--- src/rtl/mesh_terminal_agent.sv ---
// Mesh edge terminal stand-in: FWFT TX FIFO toward the router terminal,
// three-state RX drain of the router output port with destination check.
module mesh_terminal_agent #(
   parameter int         pckg_sz    = 40,
   parameter int         fifo_depth = 4,
   parameter logic [3:0] MY_ROW     = 4'd0,
   parameter logic [3:0] MY_COL     = 4'd0
) (
   input  logic               clk,
   input  logic               reset,
   input  logic               tx_valid,
   output logic               tx_ready,
   input  logic [7:0]         tx_nxt_jump,
   input  logic [3:0]         tx_id_row,
   input  logic [3:0]         tx_id_col,
   input  logic               tx_mode,
   input  logic [pckg_sz-18:0] tx_dato,
   output logic               pndng_i_in,
   output logic [pckg_sz-1:0] data_out_i_in,
   input  logic               popin,
   input  logic               pndng,
   input  logic [pckg_sz-1:0] data_out,
   output logic               pop,
   output logic               rx_valid,
   output logic [pckg_sz-1:0] rx_data,
   output logic               rx_id_ok,
   output logic [15:0]        rx_count
);

   localparam int PTR_W = (fifo_depth > 1) ? $clog2(fifo_depth) : 1;
   localparam int CNT_W = $clog2(fifo_depth + 1);
   localparam int DW    = pckg_sz - 17;

   logic [pckg_sz-1:0] mem_q [fifo_depth];
   logic [PTR_W-1:0]   wr_ptr_q, wr_ptr_d;
   logic [PTR_W-1:0]   rd_ptr_q, rd_ptr_d;
   logic [CNT_W-1:0]   cnt_q, cnt_d;
   logic               push, pull, full, empty;
   logic [pckg_sz-1:0] tx_pkt;

   function automatic logic [PTR_W-1:0] ptr_inc(input logic [PTR_W-1:0] p);
      return (p == PTR_W'(fifo_depth - 1)) ? '0 : p + PTR_W'(1);
   endfunction

   assign full   = (cnt_q == CNT_W'(fifo_depth));
   assign empty  = (cnt_q == '0);
   assign push   = tx_valid && !full;
   assign pull   = popin && !empty;
   assign tx_pkt = {tx_nxt_jump, tx_id_row, tx_id_col, tx_mode, tx_dato};

   assign tx_ready      = !full;
   assign pndng_i_in    = !empty;
   assign data_out_i_in = empty ? '0 : mem_q[rd_ptr_q];

   always_comb begin
      wr_ptr_d = push ? ptr_inc(wr_ptr_q) : wr_ptr_q;
      rd_ptr_d = pull ? ptr_inc(rd_ptr_q) : rd_ptr_q;
      cnt_d    = cnt_q;
      if (push && !pull) cnt_d = cnt_q + CNT_W'(1);
      if (pull && !push) cnt_d = cnt_q - CNT_W'(1);
   end

   always_ff @(posedge clk or posedge reset) begin
      if (reset) begin
         wr_ptr_q <= '0;
         rd_ptr_q <= '0;
         cnt_q    <= '0;
      end else begin
         wr_ptr_q <= wr_ptr_d;
         rd_ptr_q <= rd_ptr_d;
         cnt_q    <= cnt_d;
      end
   end

   // Storage is never reset; stale words are masked by the empty flag.
   always_ff @(posedge clk) begin
      if (push) mem_q[wr_ptr_q] <= tx_pkt;
   end

   typedef enum logic [1:0] {RX_IDLE, RX_POP, RX_WAIT} rx_state_t;

   rx_state_t          state_q, state_d;
   logic               pop_q, pop_d;
   logic               rx_valid_q, rx_valid_d;
   logic [pckg_sz-1:0] rx_data_q, rx_data_d;
   logic               rx_id_ok_q, rx_id_ok_d;
   logic [15:0]        rx_count_q, rx_count_d;
   logic               id_hit;

   assign id_hit = ((data_out[pckg_sz-9 -: 4] == MY_ROW) &&
                    (data_out[pckg_sz-13 -: 4] == MY_COL)) ||
                   (&data_out[DW-1:0]);

   always_comb begin
      state_d    = state_q;
      pop_d      = 1'b0;
      rx_valid_d = 1'b0;
      rx_data_d  = rx_data_q;
      rx_id_ok_d = rx_id_ok_q;
      rx_count_d = rx_count_q;
      unique case (state_q)
         RX_IDLE: begin
            if (pndng) begin
               state_d = RX_POP;
               pop_d   = 1'b1;
            end
         end
         RX_POP: begin
            state_d    = RX_WAIT;
            rx_data_d  = data_out;
            rx_id_ok_d = id_hit;
            rx_valid_d = 1'b1;
            if (rx_count_q != 16'hFFFF) rx_count_d = rx_count_q + 16'd1;
         end
         RX_WAIT: state_d = RX_IDLE;
         default: state_d = RX_IDLE;
      endcase
   end

   always_ff @(posedge clk or posedge reset) begin
      if (reset) begin
         state_q    <= RX_IDLE;
         pop_q      <= 1'b0;
         rx_valid_q <= 1'b0;
         rx_data_q  <= '0;
         rx_id_ok_q <= 1'b0;
         rx_count_q <= '0;
      end else begin
         state_q    <= state_d;
         pop_q      <= pop_d;
         rx_valid_q <= rx_valid_d;
         rx_data_q  <= rx_data_d;
         rx_id_ok_q <= rx_id_ok_d;
         rx_count_q <= rx_count_d;
      end
   end

   assign pop      = pop_q;
   assign rx_valid = rx_valid_q;
   assign rx_data  = rx_data_q;
   assign rx_id_ok = rx_id_ok_q;
   assign rx_count = rx_count_q;

endmodule

--- config.mk ---
export PLATFORM = sky130hd
export DESIGN_NAME = mesh_terminal_agent
export DESIGN_NICKNAME = d
export VERILOG_FILES = /design/src/rtl/mesh_terminal_agent.sv
export SDC_FILE = /design/constraint.sdc
export NUM_CORES = 1
export LEC_CHECK = 0
export ABC_AREA = 1
export ABC_CLOCK_PERIOD_IN_PS = 8300
export CORE_ASPECT_RATIO = 1.5
export CORE_MARGIN = 2
export CORE_UTILIZATION = 56
export CTS_CLUSTER_DIAMETER = 120
export DETAILED_ROUTE_END_ITERATION = 10
export PLACE_DENSITY = 0.94
export REMOVE_ABC_BUFFERS = 1
export SLEW_MARGIN = 20
export SYNTH_ARGS = -nofsm -noshare
export SYNTH_HDL_FRONTEND = slang
export SYNTH_SLANG_ARGS = --single-unit
--- constraint.sdc ---
create_clock -name clk -period 8.3 [get_ports clk]
set_clock_uncertainty 0.05 [all_clocks]
set_input_delay 1.66 -clock clk [delete_from_list [all_inputs] [get_ports clk]]
set_output_delay 1.66 -clock clk [all_outputs]
set_load 0.05 [all_outputs]
==> results.cfg, run 1 <==
; generated from flow reports
[run_status]
status = finished, final reports clean

[cells_and_area]
final_layout_top_logic_cell = clkdlybuf4s50_1
nets = 1133
drive_above_1_share = 0.06167
diodes = 0
synthToLayoutAreaGrowth_pct = 28.91
lay_top_cells = clkdlybuf4s50_1, nor2_1, nand2_1

[global_route]
grtUsageTotal = 0.2369
grt_overflow_total = 0
first_global_vias = 6777
antenna_found_initial = 0
grt_max_degree = 83
grt_pass1_wl_mm = 32.43

[setup_path]
critical_path_arrival_ps = 3990
start_kind = flip-flop
cp_slowest_cell = dfrtp_2
cp-end-kind = output pin
crit_required_ps = 6590
slowest_delay_ps = 950
worstRegToRegCells = 3
path_cells = clkinv_1, buf_4, nor2_1, o21ai_0, a21oi_1, clkdlybuf4s50_1
critPathMaxFanout = 42
reg2reg_slack_ps = 5760
worstSetupPathType = reg -> out

[synthesis]
avgSynthCellArea_um2 = 10.82
yosysCellCount = 863
ys_seq_share = 0.6967
netlist_instances = 863
synth_cell_type_count = 28
ys_area_um2 = 9339
ys_warn_count = 0
ys_ff = 228
syn-cell-area_um2 = 9339

[power]
powerDensity_nw_per_um2 = 398.3
ir_drop_uv = 292.3
leakage_nw = 4.638

[timing]
max_freq_ghz = 0.1755
tightest_slew_ps = 895.3
hold_viol = 0
period_needed_ps = 5697
slew_violations = 0
fin_crit_sh = 0.6864
fin_setup_tns_ps = 0
rsz0062_at_grt = false
max-slew-margin-rel = 0.4024
finalSetupViolations = 0
whs_ps = 410.6

[clocking]
cts_setup_buffers = 0
cts_resized = 0
clk_pin_slew_ps = 60
clockBufferDepth = 3
clock_sinks = 228
cts_root_buffer = clkbuf_16
clock_latency_ps = 470
cts_buffers = 20
hold_buffers = 0
cts.htree.levels = 1
cts_tree = yes

[detailed_routing]
wirelength_mm = 20.93
drt-wirelength-per-cell_um = 16.61
drc = 0
num_vias = 6777
firstDrtPassIters = 4
avgViaCountPerCell = 5.379
drtIter0Drc = 282
antenna_left = 0

[floorplanning]
rows = 57
fp.coreArea_um2 = 16260
ios = 186
dieHeight_um = 162.2
die_width_um = 109.4
die_area_um2 = 17750
fp_util = 0.5743

[placed_design]
port_buffers = 185
place_congestion = 0.8175
place_hpwl_mm = 13.16

[worst_hold_path]
holdCritPathClass = reg -> reg
hold_depth = 1

[job]
max_cap_viol_count = 0
tool_warnings = 28
-- run 1: worst max-delay path, delay by kind of cell, from the launching register on --
kind	cells	cell delay (ps)
AOI/OAI and AO/OA	2	270
buffers and inverters	3	2160
DFF	1	950
and+or+nand+nor	1	120
-- run 1: area by class of cell --
cell class | instances | area, µm²
Fill cell | 1052 | 4222
Tap cell | 206 | 257.7
Multi-Input combinational cell | 555 | 2539
Inverter | 42 | 161.4
Timing Repair Buffer | 193 | 1912
Sequential cell | 228 | 6509
Clock inverter | 10 | 96.34
Clock buffer | 26 | 564.3
-- run 1: report_power, final --
group | switching, W | total (W) | leakage (nW) | internal, W
Combinational | 0.00157 | 0.00225 | 1.99 | 0.000682
Sequential | 0.000138 | 0.00162 | 2.32 | 0.00148
Clock | 0.000382 | 0.000924 | 0.325 | 0.000541
Total | 0.00209 | 0.00480 | 4.64 | 0.00271
-- run 1: state kept, by name, summed over array words and instances (netlist names) --
register  flops
rx_data      40
rd_ptr_q      2
mem_q       160
wr_ptr_q      2
rx_count     16
pop           1
rx_id_ok      1
rx_valid      1
cnt_q         3
state_q       2
-- run 1: cells in the mapped netlist (all sizes together) --
library cell  number  area share
clkbuf            18      0.0075
nand2            177       0.074
xnor2              6      0.0056
buf               20       0.011
nand4             13      0.0087
nor3               3      0.0021
inv               42       0.017
nor2             191       0.080
o21ai             96       0.052
a22oi              1     0.00080
nor3b              2      0.0016
nand3             13      0.0070
fa                 1      0.0021
nand3b             1     0.00080
ha                 7      0.0094
edfxtp           160        0.51
dfrtp             68        0.18
a21oi             44       0.024
-- run 1: logic make-up after synthesis --
kind of cell             synth area share
flip-flops                         0.6967
AND-OR/OR-AND                     0.07623
XOR/XNOR                         0.005627
adder cells (fa/ha/maj)           0.01152
buffers and inverters             0.03537
AND/OR/NAND/NOR                    0.1746
-- run 1: path summary, 6_finish.rpt --
path / start / end
setup / recovery: rd_ptr_q[1]$_DFFE_PP0P_ / data_out_i_in[4]
hold / removal: state_q[1]$_DFFE_PP0P_ / pop$_DFF_PP0_
setup reg to reg: rd_ptr_q[1]$_DFFE_PP0P_ / rd_ptr_q[1]$_DFFE_PP0P_
hold reg to reg: state_q[1]$_DFFE_PP0P_ / pop$_DFF_PP0_
max in group asynchronous: reset / rd_ptr_q[0]$_DFFE_PP0P_
min in group asynchronous: reset / rx_data[36]$_DFFE_PP0P_
-- run 1: stage by stage --
stage | utilization | area (µm²) | total power, W | instances | worst slack [ps]
after floorplan | - | 9169 | 0.003091 | 825 | 3673
after global placement | 0.6997 | 11380 | 0.003843 | 1224 | 3144
after detailed placement | 0.6997 | 11380 | 0.003891 | 1224 | 3071
after CTS | 0.7403 | 12040 | 0.004822 | 1260 | 2560
after global routing | 0.7404 | 12040 | 0.005014 | 1260 | 2417
final | 0.7404 | 12040 | 0.004795 | 1260 | 2603
-- run 1: layer usage --
metal | GRT usage | up-vias | part of all wire
met5 | 0 | - | 0
met1 | 0.2537 | 3215 | 0.35
li1 | - | 3251 | -
met3 | 0.06059 | 35 | 0.083
met2 | 0.4458 | 276 | 0.54
met4 | 0.07250 | 0 | 0.024
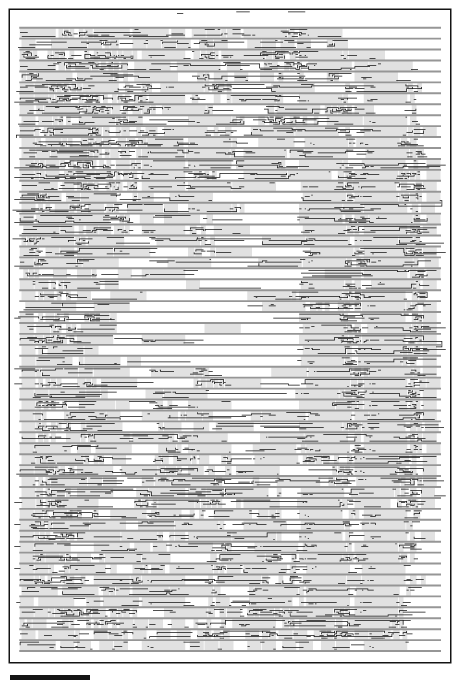
*Signal wires on met1, run 1*
Bar = 20 µm. Supply wires on this layer in gray.
The layer holds 35% of the routed length. The wires run mostly horizontal.

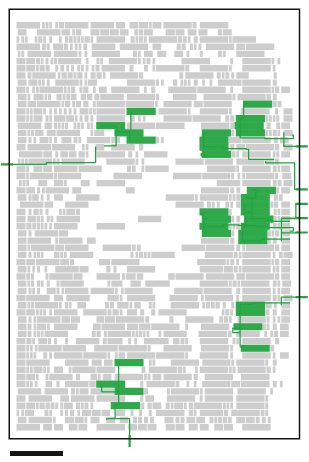
*Port wiring, run 1*
Bar = 20 µm.
Key: tx_nxt_jump = green [direction input, edge 6 right, 1 left, 1 bottom, end cells 32, buffers 8, wire 446 µm]

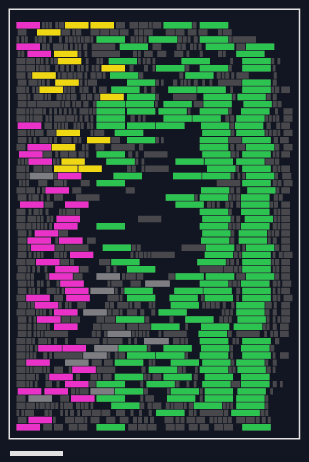
*Sequential cells colored by netlist name, run 1*
Bar = 20 µm.
Key: rx_data = magenta [placed flops 40]; mem_q = green [placed flops 160]; rx_count = yellow [placed flops 16, where top left]
Another 12 sequential cells are not colored.

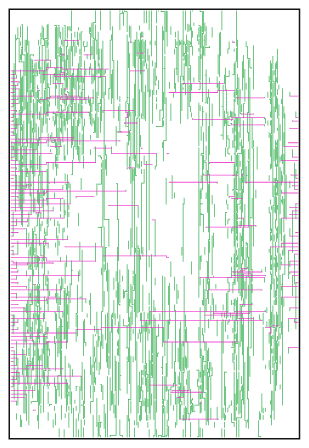
*Wiring by layer, run 1*
Only two layers are drawn.
Key: metal 2 = green [wire length 11300 µm]; metal 3 = magenta [wire length 1750 µm]

### Track usage over the die, run 1

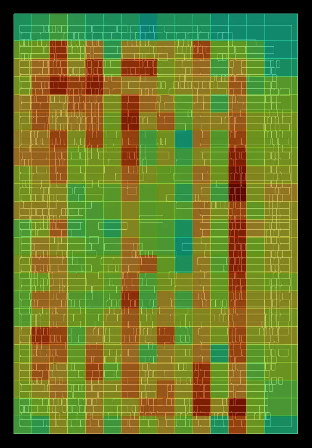

==> run 2: changes to the inputs <==
--- a/config.mk
+++ b/config.mk
@@ -6,13 +6,13 @@
 export NUM_CORES = 1
 export LEC_CHECK = 0
 export ABC_AREA = 1
-export ABC_CLOCK_PERIOD_IN_PS = 8300
+export ABC_CLOCK_PERIOD_IN_PS = 5200
 export CORE_ASPECT_RATIO = 1.5
 export CORE_MARGIN = 2
-export CORE_UTILIZATION = 56
+export CORE_UTILIZATION = 47
 export CTS_CLUSTER_DIAMETER = 120
 export DETAILED_ROUTE_END_ITERATION = 10
-export PLACE_DENSITY = 0.94
+export PLACE_DENSITY = 0.85
 export REMOVE_ABC_BUFFERS = 1
 export SLEW_MARGIN = 20
 export SYNTH_ARGS = -nofsm -noshare
==> constraint.sdc (replaced) <==
create_clock -name clk -period 5.2 [get_ports clk]
set_clock_uncertainty 0.05 [all_clocks]
set_input_delay 1.04 -clock clk [delete_from_list [all_inputs] [get_ports clk]]
set_output_delay 1.04 -clock clk [all_outputs]
set_load 0.05 [all_outputs]
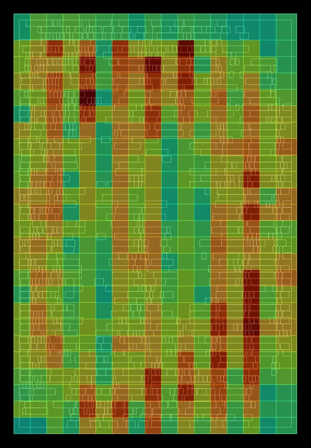
*Track usage over the die, run 2*
routed length per instance: 16.12 µm
GR Util met1: 0.2212
met2 Use GR: 0.3803
met3 Use GR: 0.05445

==> results.cfg, run 2 <==
; generated from flow reports
[detailed_routing]
firstDrtPassIters = 4
wirelength_mm = 21.27
drc = 0
drtIter0Drc = 363
antenna_left = 0
num_vias = 6828
avgViaCountPerCell = 5.173

[synthesis]
area_leaders = edfxtp_1, dfrtp_1, nor2_1
yosys.area.top_type_share = 0.5145
mux_share = 0
netlist_instances = 863
synth_cell_type_count = 28
yosysCellCount = 863
avgSynthCellArea_um2 = 10.82
syn-cell-area_um2 = 9339
synth-async-reset-ratio = 0.2982
ys_seq_share = 0.6967
top_cell = nor2_1
ys_warn_count = 0
yosysTopAreaCell = edfxtp_1
edf_count = 160
synth.cells.most_frequent = nor2_1, nand2_1, edfxtp_1, o21ai_0, dfrtp_1
synth_adder_area_share = 0.01152
ys_area_um2 = 9339
simple_gate_share = 0.1746
synthFlopType = edfxtp_1
yosys.area_share.aoi = 0.07623
synthTopLogicFamily = simple AND/OR/NAND/NOR gates
ys_ff = 228
xor_area_frac = 0.005627

[power]
pwr-share-clk = 0.203
power_frac_comb = 0.473
powerDensity_nw_per_um2 = 639.3
power_w = 0.007809
leakage_nw = 4.688
ir_drop_uv = 311.2
p_sw_frac = 0.4327
p_int_w = 0.004430
p_sw_w = 0.003379
seq_power_share = 0.323

[timing]
finalSetupViolations = 0
fin_setup_tns_ps = 0
tightest_slew_ps = 1052
hold_viol = 0
period_needed_ps = 4181
max-slew-margin-rel = 0.2971
timing.final.ws_setup_ps = 1019
fin_crit_sh = 0.8041
rsz0062_at_grt = false
max_freq_ghz = 0.2392
slew_violations = 0

[global_route]
grt_pass1_wl_mm = 34.15
first_global_vias = 7029
grtUsageTotal = 0.2025
antenna_found_initial = 0
grt_overflow_total = 0
grt_max_degree = 83

[clocking]
cts_setup_buffers = 0
cts_resized = 0
cts_buffers = 22
cts_root_buffer = clkbuf_16
clk_pin_slew_ps = 60
cts_tree = yes
clock_latency_ps = 500
cts.htree.levels = 1
hold_buffers = 0
clockBufferDepth = 3
clock_sinks = 228

[floorplanning]
ios = 186
die_width_um = 119.1
rows = 63
fp_util = 0.4758
die_area_um2 = 21040
fp.coreArea_um2 = 19630
dieHeight_um = 176.6

[placed_design]
place_congestion = 0.8130
dp.cells = 1280
port_buffers = 185
dp_slack_ps = 1500
place_hpwl_mm = 13.37
postPlaceCellArea_um2 = 11460

[cells_and_area]
largest_register_ffs = 160
synthToLayoutAreaGrowth_pct = 30.80
lay_top_cells = clkdlybuf4s50_1, nor2_1, nand2_1
regMostFlops = mem_q
nets = 1138
diodes = 0
final_layout_top_logic_cell = clkdlybuf4s50_1
fin_cells = 1320
final_area_um2 = 12220
fillCellCount = 1492
drive_above_1_share = 0.06509

[setup_path]
start_kind = flip-flop
cp-end-kind = output pin
critPathMaxFanout = 26
worstSetupPathType = reg -> out
reg2reg_slack_ps = 2550
crit_required_ps = 4110
critical_path_arrival_ps = 3090

[job]
max_cap_viol_count = 0
tool_warnings = 28

[worst_hold_path]
holdCritPathClass = reg -> reg

[run_status]
status = finished, final reports clean
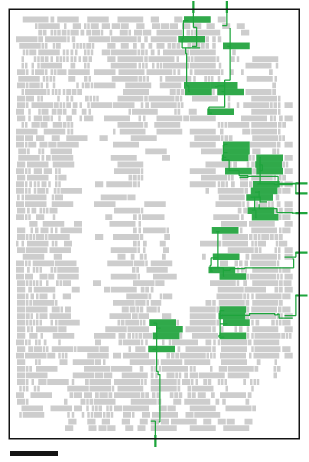
*Port wiring, run 2*
Bar = 20 µm.
Key: tx_nxt_jump = green [direction input, edge 5 right, 2 top, 1 bottom, end cells 32, buffers 8, wire 455 µm]

run 2: per-stage QoR:
stage | util | hold slack (ps)
2_1_floorplan | - | 380.9
3_3_place_gp | 0.5839 | 390.8
3_5_place_dp | 0.5839 | 401.2
4_1_cts | 0.6209 | 409.4
5_1_grt | 0.6224 | 426.2
6_report | 0.6224 | 405.8
run 2: path summary, 6_finish.rpt:
path / startpoint / to / cells after the start
max reg2reg: cnt_q[0]$_DFFE_PP0P_ / mem_q[1][4]$_DFFE_PP_ / 5
max in group asynchronous: reset / rx_data[15]$_DFFE_PP0P_ / 3
max: rd_ptr_q[1]$_DFFE_PP0P_ / data_out_i_in[21] / 6
min: state_q[1]$_DFFE_PP0P_ / state_q[0]$_DFFE_PP0P_ / 1
min reg2reg: state_q[1]$_DFFE_PP0P_ / state_q[0]$_DFFE_PP0P_ / 1
min in group asynchronous: reset / rx_count[11]$_DFFE_PP0P_ / 2
run 2: metal layers:
metal | wire length, µm | up-vias | track usage
met5 | 0 | - | 0
met4 | 335 | 0 | 0.06151
met3 | 1698 | 31 | 0.05445
met2 | 11460 | 234 | 0.3803
met1 | 7783 | 3303 | 0.2212
li1 | - | 3260 | -
run 2: worst max-delay path: stages (launching register included):
cell,delay [ps]
dfrtp_2,360
clkinv_1,460
buf_4,460
nor2_1,130
o21ai_0,80
a21oi_1,240
clkdlybuf4s50_1,840
run 2: final cells by class:
cell class                      count  area [µm²]  area share
Timing Repair Buffer              196        1954      0.1600
Clock inverter                     15       147.6     0.01209
Inverter                           42       161.4     0.01321
Sequential cell                   228        6509      0.5328
Clock buffer                       24       579.3     0.04742
Tap cell                          260       325.3     0.02663
Multi-Input combinational cell    555        2539      0.2078
run 2: cell families after synthesis:
logic type	Yosys count
and+or+nand+nor	400
DFF	228
AOI/OAI and AO/OA	141
buffers and inverters	80
adders and majority gates	8
xor gates and xnor gates	6
run 2: power by group through the flow:
stage	combinational (W)	sequential, W	clock (W)
3_3_place_gp	0.00363	0.00254	0
5_1_grt	0.00396	0.00256	0.00170
3_5_place_dp	0.00369	0.00256	0
2_1_floorplan	0.00190	0.00303	0
6_report	0.00370	0.00253	0.00159
4_1_cts	0.00371	0.00253	0.00162
Power and IR drop assume default switching activity.
